### src/rtl/multicycle_ctrl.sv
// multicycle_ctrl: multicycle MIPS control unit for a shared PC/IR/MDR/A/B/ALUOut datapath
// with a unified memory behind a mem_ready handshake.
// Strobes are decoded from the state register. The exceptions are the FETCH
// ir_write/pc_write and the MEM_WR instr_done, which are qualified by mem_ready.
// Define CTRL_JAL_JR_EN to build jal/jr support. Without it, those encodings decode to FAULT.
//
// state    | meaning
// FETCH    | read instruction at PC, PC <= PC+4 on ready
// DECODE   | read regs, precompute branch target in ALUOut
// MEM_ADDR | ALUOut <= A + signext(imm)
// MEM_RD   | load data into MDR, wait for ready
// MEM_WB   | rt <= MDR
// MEM_WR   | store B, wait for ready
// R_EXE    | ALUOut <= A funct B
// R_WB     | rd <= ALUOut
// BEQ/BNE  | compare A,B; conditional PC <= ALUOut
// JUMP     | PC <= jump target
// I_EXE    | ALUOut <= A add/and imm
// I_WB     | rt <= ALUOut
// JAL      | $31 <= PC, PC <= jump target
// JR       | PC <= A
// FAULT    | sticky error, left only by reset
module multicycle_ctrl #(
  parameter int WAIT_CNT_W = 4,
  parameter int WAIT_LIMIT = 15,
  parameter int RETIRE_W   = 32
) (
  input  logic                clk,
  input  logic                reset,
  input  logic [5:0]          opcode,
  input  logic [5:0]          funct,
  input  logic                mem_ready,
  output logic                alusrc_a,
  output logic [1:0]          alusrc_b,
  output logic [1:0]          alu_op,
  output logic [1:0]          pc_src,
  output logic [1:0]          reg_dst,
  output logic [1:0]          mem_to_reg,
  output logic                mem_read,
  output logic                mem_write,
  output logic                reg_write,
  output logic                iord,
  output logic                ir_write,
  output logic                pc_write,
  output logic                pc_write_beq,
  output logic                pc_write_bne,
  output logic                instr_done,
  output logic                fault,
  output logic [RETIRE_W-1:0] retire_count,
  output logic [4:0]          state
);

  typedef enum logic [4:0] {
    S_FETCH    = 5'd0,
    S_DECODE   = 5'd1,
    S_MEM_ADDR = 5'd2,
    S_MEM_RD   = 5'd3,
    S_MEM_WB   = 5'd4,
    S_MEM_WR   = 5'd5,
    S_R_EXE    = 5'd6,
    S_R_WB     = 5'd7,
    S_BEQ      = 5'd8,
    S_BNE      = 5'd9,
    S_JUMP     = 5'd10,
    S_I_EXE    = 5'd11,
    S_I_WB     = 5'd12,
    S_JAL      = 5'd13,
    S_JR       = 5'd14,
    S_FAULT    = 5'd31
  } state_t;

  localparam logic [5:0] OP_RTYPE = 6'b000000;
  localparam logic [5:0] OP_LW    = 6'b100011;
  localparam logic [5:0] OP_SW    = 6'b101011;
  localparam logic [5:0] OP_BEQ   = 6'b000100;
  localparam logic [5:0] OP_BNE   = 6'b000101;
  localparam logic [5:0] OP_J     = 6'b000010;
  localparam logic [5:0] OP_ADDI  = 6'b001000;
  localparam logic [5:0] OP_ANDI  = 6'b001100;
  localparam logic [5:0] OP_JAL   = 6'b000011;
  localparam logic [5:0] FN_JR    = 6'b001000;

`ifdef CTRL_JAL_JR_EN
  localparam state_t JAL_DEST = S_JAL;
  localparam state_t JR_DEST  = S_JR;
`else
  localparam state_t JAL_DEST = S_FAULT;
  localparam state_t JR_DEST  = S_FAULT;
`endif

  localparam logic [WAIT_CNT_W-1:0] LIMIT   = WAIT_CNT_W'(WAIT_LIMIT);
  localparam logic [WAIT_CNT_W-1:0] WAIT_ONE = WAIT_CNT_W'(1);
  localparam logic [RETIRE_W-1:0]   RET_ONE  = RETIRE_W'(1);

  state_t                cur;
  logic [WAIT_CNT_W-1:0] wait_cnt;

  assign state = cur;

  // State transitions, memory-wait timeout and retire counting.
  // The wait counter is zero whenever a memory state is entered, because it is
  // cleared every time one of those states is left.
  always_ff @(posedge clk or posedge reset) begin
    if (reset) begin
      cur          <= S_FETCH;
      wait_cnt     <= '0;
      retire_count <= '0;
    end else begin
      if (instr_done)
        retire_count <= retire_count + RET_ONE;
      case (cur)
        S_FETCH, S_MEM_RD, S_MEM_WR: begin
          if (mem_ready) begin
            wait_cnt <= '0;
            if (cur == S_FETCH)
              cur <= S_DECODE;
            else if (cur == S_MEM_RD)
              cur <= S_MEM_WB;
            else
              cur <= S_FETCH;
          end else if (wait_cnt == LIMIT) begin
            wait_cnt <= '0;
            cur      <= S_FAULT;
          end else begin
            wait_cnt <= wait_cnt + WAIT_ONE;
          end
        end
        S_DECODE: begin
          case (opcode)
            OP_RTYPE:        cur <= (funct == FN_JR) ? JR_DEST : S_R_EXE;
            OP_LW, OP_SW:    cur <= S_MEM_ADDR;
            OP_BEQ:          cur <= S_BEQ;
            OP_BNE:          cur <= S_BNE;
            OP_J:            cur <= S_JUMP;
            OP_ADDI, OP_ANDI: cur <= S_I_EXE;
            OP_JAL:          cur <= JAL_DEST;
            default:         cur <= S_FAULT;
          endcase
        end
        S_MEM_ADDR: cur <= (opcode == OP_SW) ? S_MEM_WR : S_MEM_RD;
        S_R_EXE:    cur <= S_R_WB;
        S_I_EXE:    cur <= S_I_WB;
        S_MEM_WB, S_R_WB, S_BEQ, S_BNE, S_JUMP, S_I_WB, S_JAL, S_JR:
                    cur <= S_FETCH;
        S_FAULT:    cur <= S_FAULT;
        default:    cur <= S_FAULT;
      endcase
    end
  end

  // Moore strobe decode from the state register, with the mem_ready qualifiers.
  always_comb begin
    alusrc_a     = 1'b0;
    alusrc_b     = 2'b00;
    alu_op       = 2'b00;
    pc_src       = 2'b00;
    reg_dst      = 2'b00;
    mem_to_reg   = 2'b00;
    mem_read     = 1'b0;
    mem_write    = 1'b0;
    reg_write    = 1'b0;
    iord         = 1'b0;
    ir_write     = 1'b0;
    pc_write     = 1'b0;
    pc_write_beq = 1'b0;
    pc_write_bne = 1'b0;
    instr_done   = 1'b0;
    fault        = 1'b0;
    case (cur)
      S_FETCH: begin
        mem_read = 1'b1;
        alusrc_b = 2'b01;
        ir_write = mem_ready;
        pc_write = mem_ready;
      end
      S_DECODE: alusrc_b = 2'b11;
      S_MEM_ADDR: begin
        alusrc_a = 1'b1;
        alusrc_b = 2'b10;
      end
      S_MEM_RD: begin
        mem_read = 1'b1;
        iord     = 1'b1;
      end
      S_MEM_WB: begin
        reg_write  = 1'b1;
        mem_to_reg = 2'b01;
        instr_done = 1'b1;
      end
      S_MEM_WR: begin
        mem_write  = 1'b1;
        iord       = 1'b1;
        instr_done = mem_ready;
      end
      S_R_EXE: begin
        alusrc_a = 1'b1;
        alu_op   = 2'b10;
      end
      S_R_WB: begin
        reg_write  = 1'b1;
        reg_dst    = 2'b01;
        instr_done = 1'b1;
      end
      S_BEQ, S_BNE: begin
        alusrc_a     = 1'b1;
        alu_op       = 2'b01;
        pc_src       = 2'b01;
        instr_done   = 1'b1;
        pc_write_beq = (cur == S_BEQ);
        pc_write_bne = (cur == S_BNE);
      end
      S_JUMP: begin
        pc_write   = 1'b1;
        pc_src     = 2'b10;
        instr_done = 1'b1;
      end
      S_I_EXE: begin
        alusrc_a = 1'b1;
        alusrc_b = 2'b10;
        alu_op   = (opcode == OP_ANDI) ? 2'b11 : 2'b00;
      end
      S_I_WB: begin
        reg_write  = 1'b1;
        instr_done = 1'b1;
      end
      S_JAL: begin
        reg_write  = 1'b1;
        reg_dst    = 2'b10;
        mem_to_reg = 2'b10;
        pc_write   = 1'b1;
        pc_src     = 2'b10;
        instr_done = 1'b1;
      end
      S_JR: begin
        pc_write   = 1'b1;
        pc_src     = 2'b11;
        instr_done = 1'b1;
      end
      S_FAULT: fault = 1'b1;
      default: fault = 1'b0;
    endcase
  end

endmodule

### config.mk
export PLATFORM = sky130hd
export DESIGN_NAME = multicycle_ctrl
export DESIGN_NICKNAME = d
export VERILOG_FILES = /design/src/rtl/multicycle_ctrl.sv
export SDC_FILE = /design/constraint.sdc
export NUM_CORES = 1
export LEC_CHECK = 0
export CORE_MARGIN = 2
export CORE_UTILIZATION = 40
export DETAILED_ROUTE_END_ITERATION = 16
export PLACE_DENSITY = 0.76
export SYNTH_ARGS = -nofsm -noshare
export SYNTH_HDL_FRONTEND = slang
export SYNTH_SLANG_ARGS = --single-unit
### constraint.sdc
create_clock -name clk -period 3.55 [get_ports clk]
set_input_delay 0.8875 -clock clk [delete_from_list [all_inputs] [get_ports clk]]
set_output_delay 0.8875 -clock clk [all_outputs]
set_load 0.01 [all_outputs]
==> images/sizes.png <==
Drawn at 6 px/um.
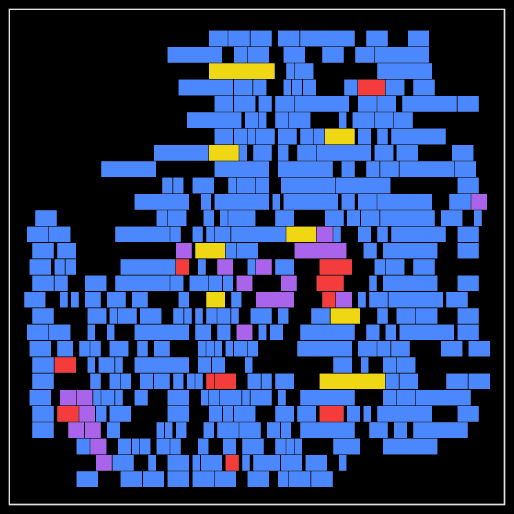
Key: blue = _0 and _1 cells [cells 311]; yellow = _6 and larger [cells 8]; purple = _3 and _4 cells [cells 18]; red = _2 cells [cells 11]
count of non-CTS buffers in the layout: 88
area delta synth->final: 41.1%
setup ws final: 0.215 ns
design area: 0.00346 mm^2

==> images/logic_types.png <==
Drawn at 6 px/um.
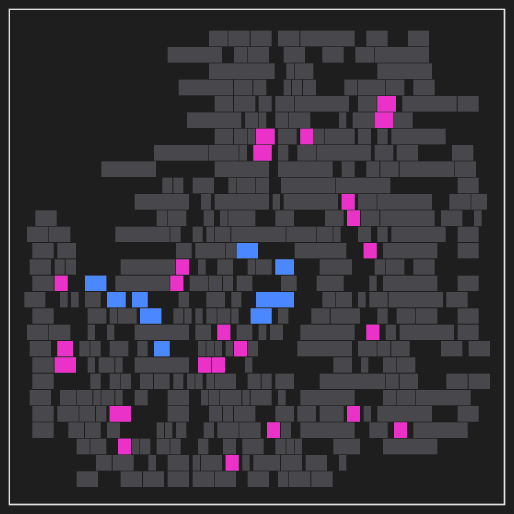
Key: magenta = AND and OR gates [cells 24, most used and3_1]; blue = AND-OR and OR-AND gates [cells 9, most used o32a_1]
Comb/total area: 38.7%
Top cell excl fill/tap: clkdlybuf4s50_1
final std cells w/o fill: 423

==> out/results.ini <==
[detailed_routing]
drc = 0
vias = 2339
first_pass_iters = 4
drtIter0Drc = 125
postRouteAntennaNets = 0
wire_per_inst_um = 14.4
viasPerCell = 5.53
wirelength_um = 6070

[power_and_ir_drop]
p_leak_nw = 1.34
ir_drop_mv = 0.154
power_uw = 966
cellPowerDensity_mw_per_mm2 = 279

[synthesis]
yosysWarnings = 0
ys_seq_elements = 41
netlist.area_leader.share_pct = 41.9
synth.distinct_cells = 53
synth_area_mm2 = 0.00245
edf_count = 0
synth_cells = 267
ys_seq_share_pct = 41.9
syn_nets = 284
synth_area_per_cell_um2 = 9.18
largest_area_cell = dfrtp_1
yosysChipArea_mm2 = 0.00245
synth_stat.cells = 267
synthTopCellsByArea = dfrtp_1 (42%), xnor2_1 (11%), nand4_1 (4.3%), nand2_1 (3.7%), nor2_1 (3.4%)
synthArstFlopShare_pct = 100
ff_type = dfrtp_1

[floorplanning]
fp_util_pct = 41.4
placementRows = 28
die_h_um = 82.3
die_area_mm2 = 0.00677
die_w_um = 82.3

[timing]
post-route-min-period_ns = 3.34
rsz0062_at_grt = no
setup_tns_ns = 0
clock.fmax_mhz = 300
hold_violations = 0
setup_viol = 0
finalCritPeriodShare_pct = 93.9
relSlewSlack_pct = 56.7
skew_ns = 0.00408
max_slew.worst_pin.slew_ns = 0.648
drv_slew = 0

[hold_path]
hold_class = flip-flop to flip-flop
min_path_cells = 1
min_to = retire_count[31]
worstHoldStart = retire_count[31]

[clocking]
clock-sinks = 41
cts_hold_buf = 0
numCtsBuffers = 5
cts.clk_slew.worst_paths_ns = 0.08
clockBufferDepth = 2
cts_tree = yes
cts_root_buf = clkbuf_8
htree_levels = 2
insertion_delay_ns = 0.29

[setup_path]
start_kind = input port
cp.required_ns = 2.66
r2r_slack_ns = 1.36
worstReg2RegStart = state[0]
crit_fanout = 2
path_cells = clkdlybuf4s50_1 -> nor3_2 -> nand4_1 -> a21oi_1 -> clkdlybuf4s50_1
r2r-end = retire_count[24]
endpoint_kind = output pin
cp_slowest_cell = clkdlybuf4s50_1
cp-startpoint = opcode[1]
ff2ff_path_depth = 7
criticalPathCategory = input port to output pin
arrival_ns = 2.45
path_common_cell = clkdlybuf4s50_1
slowest_delay_ns = 0.54

[placed_design]
pre_cts_ws_ns = 0.0520
dp_hpwl_um = 4540
gp_congestion = 0.928

[outcome]
outcome = finished, final reports clean

[final_layout]
antenna_cells = 0
layout-drive-gt1-share_pct = 10.6
layout.nets = 364

[grt]
grt-ovfl-total = 0
grt_max_degree = 42
grt_pass1_wl_um = 10000
grt_use_met2_pct = 31.7
use_met1_pct = 25.2
grtUsageMet3_pct = 3.04
antenna_found_initial = 0
grt_pass1_vias = 2106
busiest_layer = met2

[job]
warning_count = 26
maxCapViolCount = 0

==> images/placement.png <==
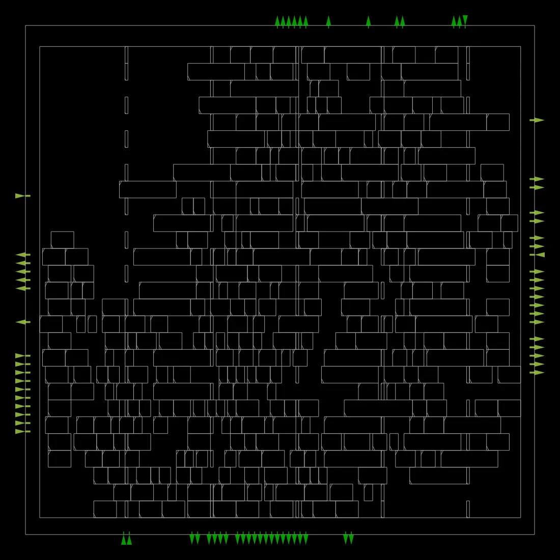
total core area: 0.00592 mm^2
flop share of the area: 29.7%
Layout Utilization: 58.4%
tapcell count: 75

==> images/io_fan.png <==
Drawn at 3 px/um.
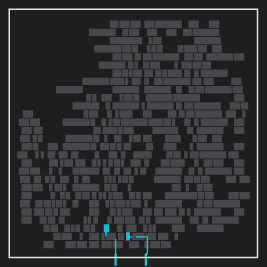
Key: cyan = alu_op [bits 2, direction output, end cells 2, buffers 2, wire 19.1 um]
io pins: 73
Buffers on Ports: 72

what timing repair did:
item | CTS | global route
buffers inserted | 0 | 0
endpoints found under the setup margin | 0 | 1
resized | 0 | 3
through the flow:
step                instance area (um^2)  hold WS (ns)  util (%)  instances
floorplan                           2450         0.483         -        267
global placement                    3310         0.464      55.9        415
detailed placement                  3310         0.470      55.9        415
CTS                                 3450         0.481      58.2        423
global route                        3460         0.508      58.4        423
finish                              3460         0.475      58.4        423
synthesized netlist by cell type (all sizes together), types with 3 or more instances:
cell,n
dfrtp,41
xnor2,31
nand2,24
nor2,23
nand4,18
nor3,14
nand3,12
a21oi,10
and3,10
o21ai,10
clkbuf,9
buf,6
inv,5
nor2b,5
and4,4
xor2,4
a31oi,3
nor4,3
nor4b,3
or3,3
cells in the final DEF, fill, tap and decap left out, drive strengths merged, types with 2 or more instances in the layout:
master          n
ha              2
nor2b           5
nand4          18
and4            4
a21oi          10
or2             2
o21ai          10
nor2           23
dfrtp          41
and3           10
and2            2
xnor2          31
a31oi           3
inv             6
buf            16
nor3           14
o32a            2
nand3          12
bufinv          2
clkdlybuf4s50  71
nor4            3
nor4b           3
xor2            4
nand2b          2
or3             3
nand2          24
clkbuf          5
o31a            2
worst max-delay path, delay by kind of cell:
family | cells | cell delay (ns)
buf+inv | 2 | 0.97
simple gates | 2 | 0.40
compound gates | 1 | 0.18
worst max-delay path by stage:
stage	end	slack (ns)	cells past startpoint
floorplan	alu_op[1]	0.95	5
global placement	alu_op[1]	0.06	7
detailed placement	alu_op[1]	0.05	7
CTS	alu_op[1]	0.05	7
global route	instr_done	0.13	5
finish	alu_op[0]	0.21	5
routing by layer:
metal / vias to the layer above / share of wire [%]
li1: 1122 / -
met1: 1136 / 43
met2: 79 / 50
met3: 2 / 6.5
met4: 0 / 0.56
met5: - / 0
cells by family (layout without fill, tap and decap cells):
group,Yosys count,after routing,share of synthesized area (%)
flops,41,41,41.9
mux,1,1,0.459
compound gates,39,39,10.8
fa+ha+maj,2,2,1.02
xor+xnor,35,35,12.5
simple gates,129,129,29.4
buf+inv,20,101,3.93
where the power goes:
group / leakage [nW] / switching, mW / internal (mW)
clock: 0.0687 / 0.168 / 0.283
combinational: 0.750 / 0.0217 / 0.0252
sequential: 0.521 / 0.000929 / 0.467
state kept, by name (all words and copies together) (netlist names):
name,cells
wait_cnt,4
state,5
retire_count,32
area by class of cell:
| class | count | area, um^2 |
|---|---|---|
| Fill cell | 528 | 2460 |
| Multi-Input combinational cell | 206 | 1340 |
| Sequential cell | 41 | 1030 |
| Timing Repair Buffer | 88 | 843 |
| Tap cell | 75 | 93.8 |
| Clock buffer | 5 | 68.8 |
| Clock inverter | 3 | 68.8 |
| Inverter | 5 | 18.8 |
Power and IR drop assume default switching activity.
